File: src/rtl/wei_ram_reader_if.sv
// Weight SRAM read port plus PE-facing word stream.
// master = reader side, slave = wrapper/PE side.
interface wei_ram_reader_if #(
  parameter int SRAM_DEPTH_BIT = 6,
  parameter int SRAM_WIDTH     = 28
);
  logic                      ram_read_en;
  logic [SRAM_DEPTH_BIT-1:0] ram_addr_r;
  logic [SRAM_WIDTH-1:0]     ram_data;
  logic [SRAM_WIDTH-1:0]     out_data;
  logic                      out_valid;
  logic                      out_ready;
  logic                      out_last;

  modport master (
    output ram_read_en,
    output ram_addr_r,
    input  ram_data,
    output out_data,
    output out_valid,
    input  out_ready,
    output out_last
  );

  modport slave (
    input  ram_read_en,
    input  ram_addr_r,
    output ram_data,
    input  out_data,
    input  out_valid,
    output out_ready,
    input  out_last
  );
endinterface

File: src/rtl/wei_ram_reader.sv
// Burst reader for the weight SRAM wrapper.
// Streams words to the PE array through a 2-entry skid FIFO.
module wei_ram_reader #(
  parameter int SRAM_DEPTH_BIT = 6,
  parameter int SRAM_WIDTH     = 28
) (
  input  logic                      clk,
  input  logic                      rst_n,
  input  logic                      start,
  input  logic [SRAM_DEPTH_BIT-1:0] base_addr,
  input  logic [SRAM_DEPTH_BIT:0]   len,
  input  logic                      wr_block,
  output logic                      busy,
  output logic                      done,
  wei_ram_reader_if.master          bus
);
  localparam int AW = SRAM_DEPTH_BIT;
  localparam int DW = SRAM_WIDTH;

  typedef enum logic [1:0] {
    IDLE,
    READ,
    DRAIN
  } state_t;

  state_t        state_q;
  state_t        state_d;
  logic [AW:0]   len_q;
  logic [AW:0]   issued;
  logic [AW-1:0] rd_ptr;
  logic          inflight;
  logic          inflight_last;
  logic [DW-1:0] fifo_data [2];
  logic          fifo_last [2];
  logic          wr_sel;
  logic          rd_sel;
  logic [1:0]    occ;
  logic          done_q;

  logic          read;
  logic          pop;
  logic          credit;
  logic          head_last;
  logic          done_d;
  logic          load;

  assign pop       = bus.out_valid & bus.out_ready;
  assign head_last = fifo_last[rd_sel];
  assign load      = (state_q == IDLE) & start & (len != '0);

  // Words already owed to the FIFO must fit after this cycle's pop.
  assign credit = ({1'b0, occ} + {2'b0, inflight})
                < (3'd2 + {2'b0, pop});

  always_comb begin
    state_d = state_q;
    read    = 1'b0;
    done_d  = 1'b0;
    unique case (state_q)
      IDLE: begin
        if (start && len == '0) done_d = 1'b1;
        if (load) state_d = READ;
      end
      READ: begin
        read = (issued < len_q) & ~wr_block & credit;
        if (issued == len_q) state_d = DRAIN;
      end
      DRAIN: begin
        if (pop && head_last) begin
          state_d = IDLE;
          done_d  = 1'b1;
        end
      end
      default: state_d = IDLE;
    endcase
  end

  always_ff @(posedge clk or negedge rst_n) begin
    if (!rst_n) begin
      state_q       <= IDLE;
      len_q         <= '0;
      issued        <= '0;
      rd_ptr        <= '0;
      inflight      <= 1'b0;
      inflight_last <= 1'b0;
      done_q        <= 1'b0;
    end else begin
      state_q       <= state_d;
      done_q        <= done_d;
      inflight      <= read;
      inflight_last <= read & (issued == len_q - 1'b1);
      if (load) begin
        len_q  <= len;
        rd_ptr <= base_addr;
        issued <= '0;
      end else if (read) begin
        rd_ptr <= rd_ptr + 1'b1;
        issued <= issued + 1'b1;
      end
    end
  end

  always_ff @(posedge clk or negedge rst_n) begin
    if (!rst_n) begin
      for (int i = 0; i < 2; i++) begin
        fifo_data[i] <= '0;
        fifo_last[i] <= 1'b0;
      end
      wr_sel <= 1'b0;
      rd_sel <= 1'b0;
      occ    <= '0;
    end else begin
      if (inflight) begin
        fifo_data[wr_sel] <= bus.ram_data;
        fifo_last[wr_sel] <= inflight_last;
        wr_sel            <= ~wr_sel;
      end
      if (pop) rd_sel <= ~rd_sel;
      occ <= occ + {1'b0, inflight} - {1'b0, pop};
    end
  end

  assign bus.ram_read_en = read;
  assign bus.ram_addr_r  = read ? rd_ptr : '0;
  assign bus.out_valid   = (occ != '0);
  assign bus.out_data    = fifo_data[rd_sel];
  assign bus.out_last    = bus.out_valid & head_last;
  assign busy            = (state_q != IDLE);
  assign done            = done_q;
endmodule

File: src/flat_wrapper.sv
// flat-port wrapper written by rule: the top's interface ports become plain ports
module wei_ram_reader_flat 
#(
  parameter int SRAM_DEPTH_BIT = 6,
  parameter int SRAM_WIDTH     = 28
)
  (clk, rst_n, start, base_addr, len, wr_block, busy, done, bus_ram_read_en, bus_ram_addr_r, bus_ram_data, bus_out_data, bus_out_valid, bus_out_ready, bus_out_last);
  wei_ram_reader_if #(.SRAM_DEPTH_BIT(SRAM_DEPTH_BIT), .SRAM_WIDTH(SRAM_WIDTH)) bus_i ();
  input  logic clk;
  input  logic rst_n;
  input  logic start;
  input  logic [SRAM_DEPTH_BIT-1:0] base_addr;
  input  logic [SRAM_DEPTH_BIT:0] len;
  input  logic wr_block;
  output logic busy;
  output logic done;
  output wire logic [$bits(bus_i.ram_read_en)-1:0] bus_ram_read_en;
  output wire logic [$bits(bus_i.ram_addr_r)-1:0] bus_ram_addr_r;
  input wire logic [$bits(bus_i.ram_data)-1:0] bus_ram_data;
  output wire logic [$bits(bus_i.out_data)-1:0] bus_out_data;
  output wire logic [$bits(bus_i.out_valid)-1:0] bus_out_valid;
  input wire logic [$bits(bus_i.out_ready)-1:0] bus_out_ready;
  output wire logic [$bits(bus_i.out_last)-1:0] bus_out_last;
  assign bus_ram_read_en = bus_i.ram_read_en;
  assign bus_ram_addr_r = bus_i.ram_addr_r;
  assign bus_i.ram_data = bus_ram_data;
  assign bus_out_data = bus_i.out_data;
  assign bus_out_valid = bus_i.out_valid;
  assign bus_i.out_ready = bus_out_ready;
  assign bus_out_last = bus_i.out_last;
  wei_ram_reader #(.SRAM_DEPTH_BIT(SRAM_DEPTH_BIT), .SRAM_WIDTH(SRAM_WIDTH)) u_core (.clk(clk), .rst_n(rst_n), .start(start), .base_addr(base_addr), .len(len), .wr_block(wr_block), .busy(busy), .done(done), .bus(bus_i));
endmodule
File: config.mk
export PLATFORM = sky130hd
export DESIGN_NAME = wei_ram_reader_flat
export DESIGN_NICKNAME = d
export VERILOG_FILES = /design/src/rtl/wei_ram_reader_if.sv /design/src/rtl/wei_ram_reader.sv /design/src/flat_wrapper.sv
export SDC_FILE = /design/constraint.sdc
export NUM_CORES = 1
export LEC_CHECK = 0
export ABC_AREA = 1
export CAP_MARGIN = 20
export CORE_MARGIN = 3
export CORE_UTILIZATION = 25
export CTS_CLUSTER_SIZE = 28
export DETAILED_ROUTE_END_ITERATION = 8
export PLACE_DENSITY = 0.54
export SYNTH_ARGS = -nofsm -noshare
export SYNTH_HDL_FRONTEND = slang
export SYNTH_SLANG_ARGS = --single-unit
File: constraint.sdc
create_clock -name clk -period 3.5 [get_ports clk]
set_input_delay 0.7 -clock clk [delete_from_list [all_inputs] [get_ports clk]]
set_output_delay 0.7 -clock clk [all_outputs]
set_load 0.01 [all_outputs]
**Run 1: wires at chosen ports, followed through buffers**

The bar under the picture is 50 µm long.
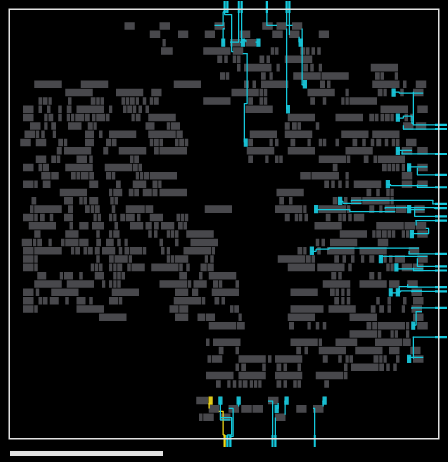
legend:
  bus_out_valid:
    color: yellow
    direction: output
    edge: bottom
    end_cells: 1
    wire: 12.6 µm
  bus_ram_data:
    color: cyan
    direction: input
    edge: 16 right, 7 top, 5 bottom
    end_cells: 28
    wire: 606 µm

**Run 1: placement density heat map**

The bar under the picture is 50 µm long. 14 x 14 tiles, from black (low) to pale yellow (high), 0 to 100% covered.
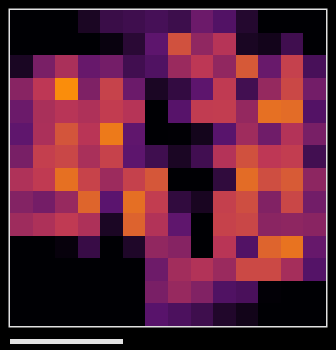
emptiest ninth of the die: lower left
nearly empty tiles: 24%
mean over tiles: 28%
tiles over 75% full: 0.50%

**Run 1: floorplan with the power grid**

The bar under the picture is 50 µm long. Pins as bars on the die edge.
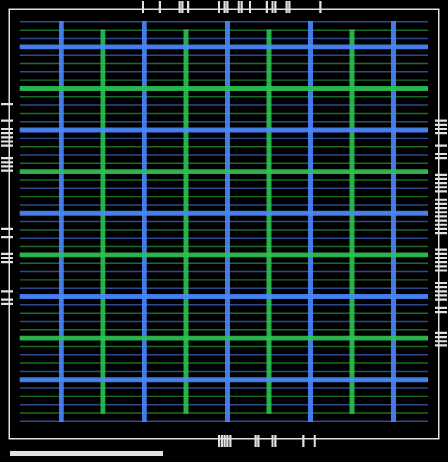
legend:
  VSS:
    color: blue
  VDD:
    color: green
met1 rails: 49
met4 straps: 9
rows: 48
met5 straps: 9
Core ar.: 0.0174 mm²
Die W: 140 µm
maximum VDD drop: 388 µV
chip height: 140 µm

==> flow_summary_export.csv, run 1 <==
group,metric,value,unit
critical_path,cp_slowest_cell,"clkdlybuf4s50_1",
yosys,ys_sh_aoi,0.0880,
final_timing,drv_slew,0,
die,fp.dieArea,0.0196,mm²
pwr,p_leak,0.00291,µW
clock_network,cts.clk_slew.worst_paths,0.06,ns
final_timing,worstMarginPinSlew,0.988,ns
pwr,largestPowerGroup,"combinational cells",
die,fp_util,0.257,
final_timing,max_freq,0.320,GHz
critical_path,worstRegToRegCells,12,
final_layout,seq_area_frac,0.374,
final_layout,fin_nets,708,
clock_network,htreeDepth,3,
routing,dr.pass1.iters,6,
final_timing,rsz0062_at_grt,"no",
final_layout,ff_latch_area,0.00218,mm²
grt,antenna_found_initial,0,
grt,busiest_layer,"met2",
yosys,syn_inst,572,
critical_path,r2r_end,"u_core.inflight_last$_DFF_PN0_",
final_layout,diodes,0,
status,outcome,"finished, final reports clean",
clock_network,clockBufferDepth,2,
pwr,p_comb,2400,µW
routing,post_drt_wl_per_cell,12.0,µm
placement,placed_cells,862,
clock_network,hold_buffers,0,
yosys,ys_area,0.00448,mm²
final_timing,tns,0,ns
clock_network,clockRootBuffer,"clkbuf_16",
yosys,yosys.area.top_type,"dfrtp_1",
final_layout,comb_area_frac,0.327,
final_timing,fin_crit,3.12,ns
critical_path,cp_cell_sequence,"ha_1 > ha_1 > inv_1 > nand2_1 > nor2_1 > nand2_1 > nor2_4 > nand3_4 > nor2_1 > clkdlybuf4s50_1",
final_timing,setup_viol,0,
critical_path,cp_data_required_time,2.80,ns
job,warnings,26,
grt,grt_max_degree,60,
routing,wl_met2,4690,µm
routing,top_layer_used,"met4",
yosys,synth_flops,87,
yosys,async_flop_share,1.00,
final_layout,n_multi_input_combinational_cell,390,
clock_network,cts_setup_buffers,0,
pwr,p_clk_frac,0.189,
routing,drcViolationCount,0,
final_timing,clock_skew,0.00608,ns
grt,use_met1,0.152,
yosys,floorplan.nets,632,
final_layout,inverters,70,
grt,grt_pass1_vias,3488,
die,io-pin-count,85,
yosys,ys_sh_xor,0.0293,
critical_path,path_max_fanout,15,
routing,routed-wl-met3,550,µm
yosys,netlist_area,0.00448,mm²
critical_path,cp_top_family,"simple AND/OR/NAND/NOR gates",
final_layout,final_layout_top_logic_cells,"212 x nand2_1, 87 x dfrtp_1, 83 x clkdlybuf4s50_1",
yosys,ys_cells,572,
final_layout,numSequentialCells,87,
final_layout,largest_cell_class,"registers",
yosys,synth-simple-area-share,0.268,
final_layout,clock_buffer_count,10,
clock_network,insertion_delay,0.34,ns
critical_path,path_buffers,2,
critical_path,crit_cells,10,
placement,dp_hpwl,7090,µm
clock_network,cts_buffers,9,
yosys,synth_cell_types,27,
final_timing,slew-limit-headroom,0.341,
grt,use_met2,0.176,
routing,wl,10500,µm
routing,vias,3657,
final_layout,final_layout_top_logic_cell,"nand2_1",
pwr,p_sw_frac,0.392,
placement,dpl-instance-area,0.00552,mm²
final_timing,timing.hold.ws,0.351,ns
pwr,power-per-cell-area,880,mW/mm²
yosys,avgSynthCellArea,7.83,µm²
critical_path,arrival,2.42,ns
final_layout,fin_cells,878,
routing,viasPerCell,4.17,
pwr,p_sw,2000,µW
die,tapCellCount,225,
final_timing,hold_viol_final,0,
final_layout,combGateArea,0.00190,mm²
placement,io_buffers,84,
clock_network,clock_sinks,87,
critical_path,crit_path_end,"bus_ram_addr_r[5]",
yosys,synth-edff-count,0,
final_layout,largest_reg_flops,56,
yosys,topCombFamilyByArea,"simple AND/OR/NAND/NOR gates",
final_timing,final.setup.worst_slack,0.376,ns
routing,drtIter0Drc,190,
placement,dp_worst_setup_slack,0.320,ns
yosys,top_cells_by_count,"213 x nand2_1, 87 x dfrtp_1, 66 x inv_1",
final_timing,timing.final.crit_share,0.893,
critical_path,endpoint_kind,"output port",
yosys,postSynthSeqShare,0.486,
final_layout,clock_cell_area_share,0.0512,
final_layout,final_cell_area,0.00582,mm²
placement,gp_congestion,0.778,
final_layout,nonClkBufAreaFrac,0.154,
clock_network,cts_resized,0,
routing,met1Wirelength,5130,µm
yosys,ys_sh_adder,0.0391,
die,fp-row-count,48,
final_layout,n_fill_cell,1876,
critical_path,rrSetupSlack,1.62,ns
worst_hold_path,hp-class,"in2async",
final_layout,area_delta_synth_final,29.8,%
final_layout,final_util,0.334,
final_layout,layout-drive-gt1-share,0.0643,
critical_path,cp-start-kind,"flip-flop",
pwr,p_total,5120,µW
yosys,ys_sh_mux,0,
routing,ant_nets,0,
yosys,ys.flop_type,"dfrtp_1",
critical_path,r2r_start,"u_core.occ[0]$_DFF_PN0_",
grt,grt_util_met3,0.0299,
critical_path,crit_type,"reg2out",
pwr,p_clk,969,µW
pwr,p_comb_frac,0.470,
final_layout,regMostFlops,"u_core.fifo_data",
critical_path,critPathLaunch,"u_core.occ[0]$_DFF_PN0_",
yosys,yosys_warnings,0,
yosys,top_cell,"nand2_1",
grt,grt_use_total,0.113,
yosys,synthTopCellsByArea,"dfrtp_1 49%, nand2_1 18%, o21ai_0 6.5%",
clock_network,cts_tree,"done",
yosys,top_area_frac,0.486,
final_layout,largestRegisters,"u_core.fifo_data (56), u_core.issued (7), u_core.len_q (7)",
pwr,pwr-share-seq,0.341,
pwr,p_int,3110,µW
critical_path,cpPeakStageDelay,0.55,ns
grt,grt_pass1_wl,17800,µm
grt,gr-total-overflow,0,
final_layout,buffers,90,
pwr,seq_cell_power,1740,µW
==> inputs of run 2 (changes only) <==
--- a/config.mk
+++ b/config.mk
@@ -7,11 +7,12 @@
 export LEC_CHECK = 0
 export ABC_AREA = 1
 export CAP_MARGIN = 20
-export CORE_MARGIN = 3
+export CORE_MARGIN = 5
 export CORE_UTILIZATION = 25
 export CTS_CLUSTER_SIZE = 28
 export DETAILED_ROUTE_END_ITERATION = 8
 export PLACE_DENSITY = 0.54
+export SKIP_CTS_REPAIR_TIMING = 1
 export SYNTH_ARGS = -nofsm -noshare
 export SYNTH_HDL_FRONTEND = slang
 export SYNTH_SLANG_ARGS = --single-unit
**Run 2: placement density heat map**

The bar under the picture is 50 µm long. 14 x 14 tiles, from black (low) to pale yellow (high), 0 to 100% covered.
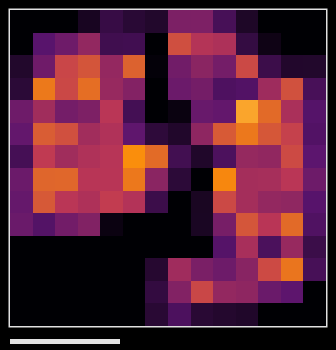
tiles over 75% full: 1.0%
emptiest ninth of the die: lower left
nearly empty tiles: 25%
fin util: 0.326
FP Core Util: 0.252

==> flow_summary_export.csv, run 2 <==
group,metric,value,unit
final_layout,combGateArea,0.00190,mm²
clock_network,cts_buffers,9,
yosys,ys_sh_xor,0.0293,
final_layout,ff_latch_area,0.00218,mm²
die,fp.coreArea,0.0178,mm²
pwr,p_sw,2020,µW
final_layout,largestRegisters,"u_core.fifo_data (56), u_core.issued (7), u_core.len_q (7)",
clock_network,cts_tree,"done",
final_timing,tns,0,ns
critical_path,cp_cell_sequence,"clkdlybuf4s50_1 > inv_1 > nor2_4 > nand2_1 > nand2_1 > nand3_4 > nor2_1 > clkdlybuf4s50_1",
die,die_y,144,µm
grt,grt_pass1_vias,3542,
yosys,top_area_frac,0.486,
yosys,async_flop_share,1.00,
pwr,p_clk_frac,0.183,
pwr,p_comb_frac,0.471,
critical_path,r2r_start,"u_core.issued[5]$_DFFE_PN0P_",
routing,met1Wirelength,5160,µm
clock_network,clockBufferDepth,2,
yosys,topCombFamilyByArea,"simple AND/OR/NAND/NOR gates",
final_layout,clock_cell_area_share,0.0496,
critical_path,crit_path_end,"bus_ram_addr_r[3]",
critical_path,path_max_fanout,12,
final_timing,timing.hold.ws,0.383,ns
yosys,syn_inst,572,
clock_network,clockRootBuffer,"clkbuf_16",
final_layout,comb_area_frac,0.328,
pwr,p_clk,930,µW
final_layout,final_layout_top_logic_cells,"212 x nand2_1, 87 x dfrtp_1, 83 x clkdlybuf4s50_1",
yosys,postSynthSeqShare,0.486,
status,outcome,"finished, final reports clean",
final_layout,inverters,70,
yosys,synth-edff-count,0,
final_timing,worstMarginPinSlew,0.979,ns
yosys,synth_flops,87,
yosys,synth-simple-area-share,0.268,
critical_path,cp_data_required_time,2.80,ns
yosys,top_cell,"nand2_1",
critical_path,worstRegToRegCells,9,
final_layout,numSequentialCells,87,
placement,dp_hpwl,7510,µm
routing,viasPerCell,4.14,
die,fp-row-count,49,
grt,grt_pass1_wl,17900,µm
routing,dr.pass1.iters,4,
grt,use_met2,0.171,
clock_network,clock_sinks,87,
routing,wl_met2,4750,µm
die,fp.dieArea,0.0207,mm²
final_timing,clock_skew,0.0102,ns
yosys,ys_cells,572,
critical_path,rrSetupSlack,1.60,ns
placement,placed_cells,866,
die,tapCellCount,229,
final_layout,seq_area_frac,0.375,
placement,io_buffers,84,
yosys,synthTopCellsByArea,"dfrtp_1 49%, nand2_1 18%, o21ai_0 6.5%",
final_timing,fin_crit,3.14,ns
grt,antenna_found_initial,0,
pwr,p_int,3060,µW
final_layout,buffers,90,
placement,gp_congestion,0.825,
**Run 2: congestion heat map**

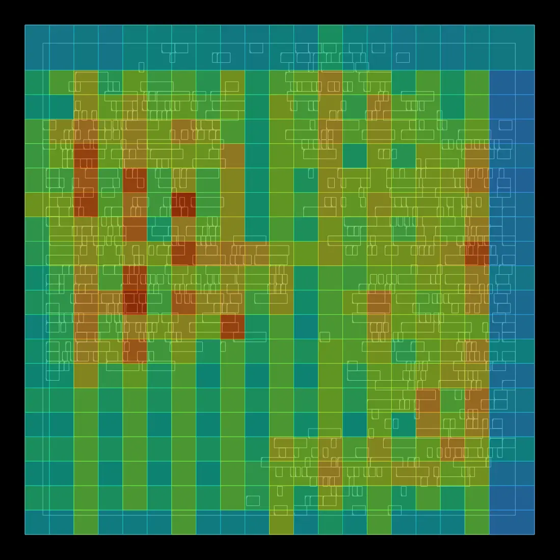
GRT Total Usage: 0.108
met3 usage: 0.0270
DR WL/cell: 12.2 µm
grt met1 use: 0.147

Power and IR drop assume default switching activity.
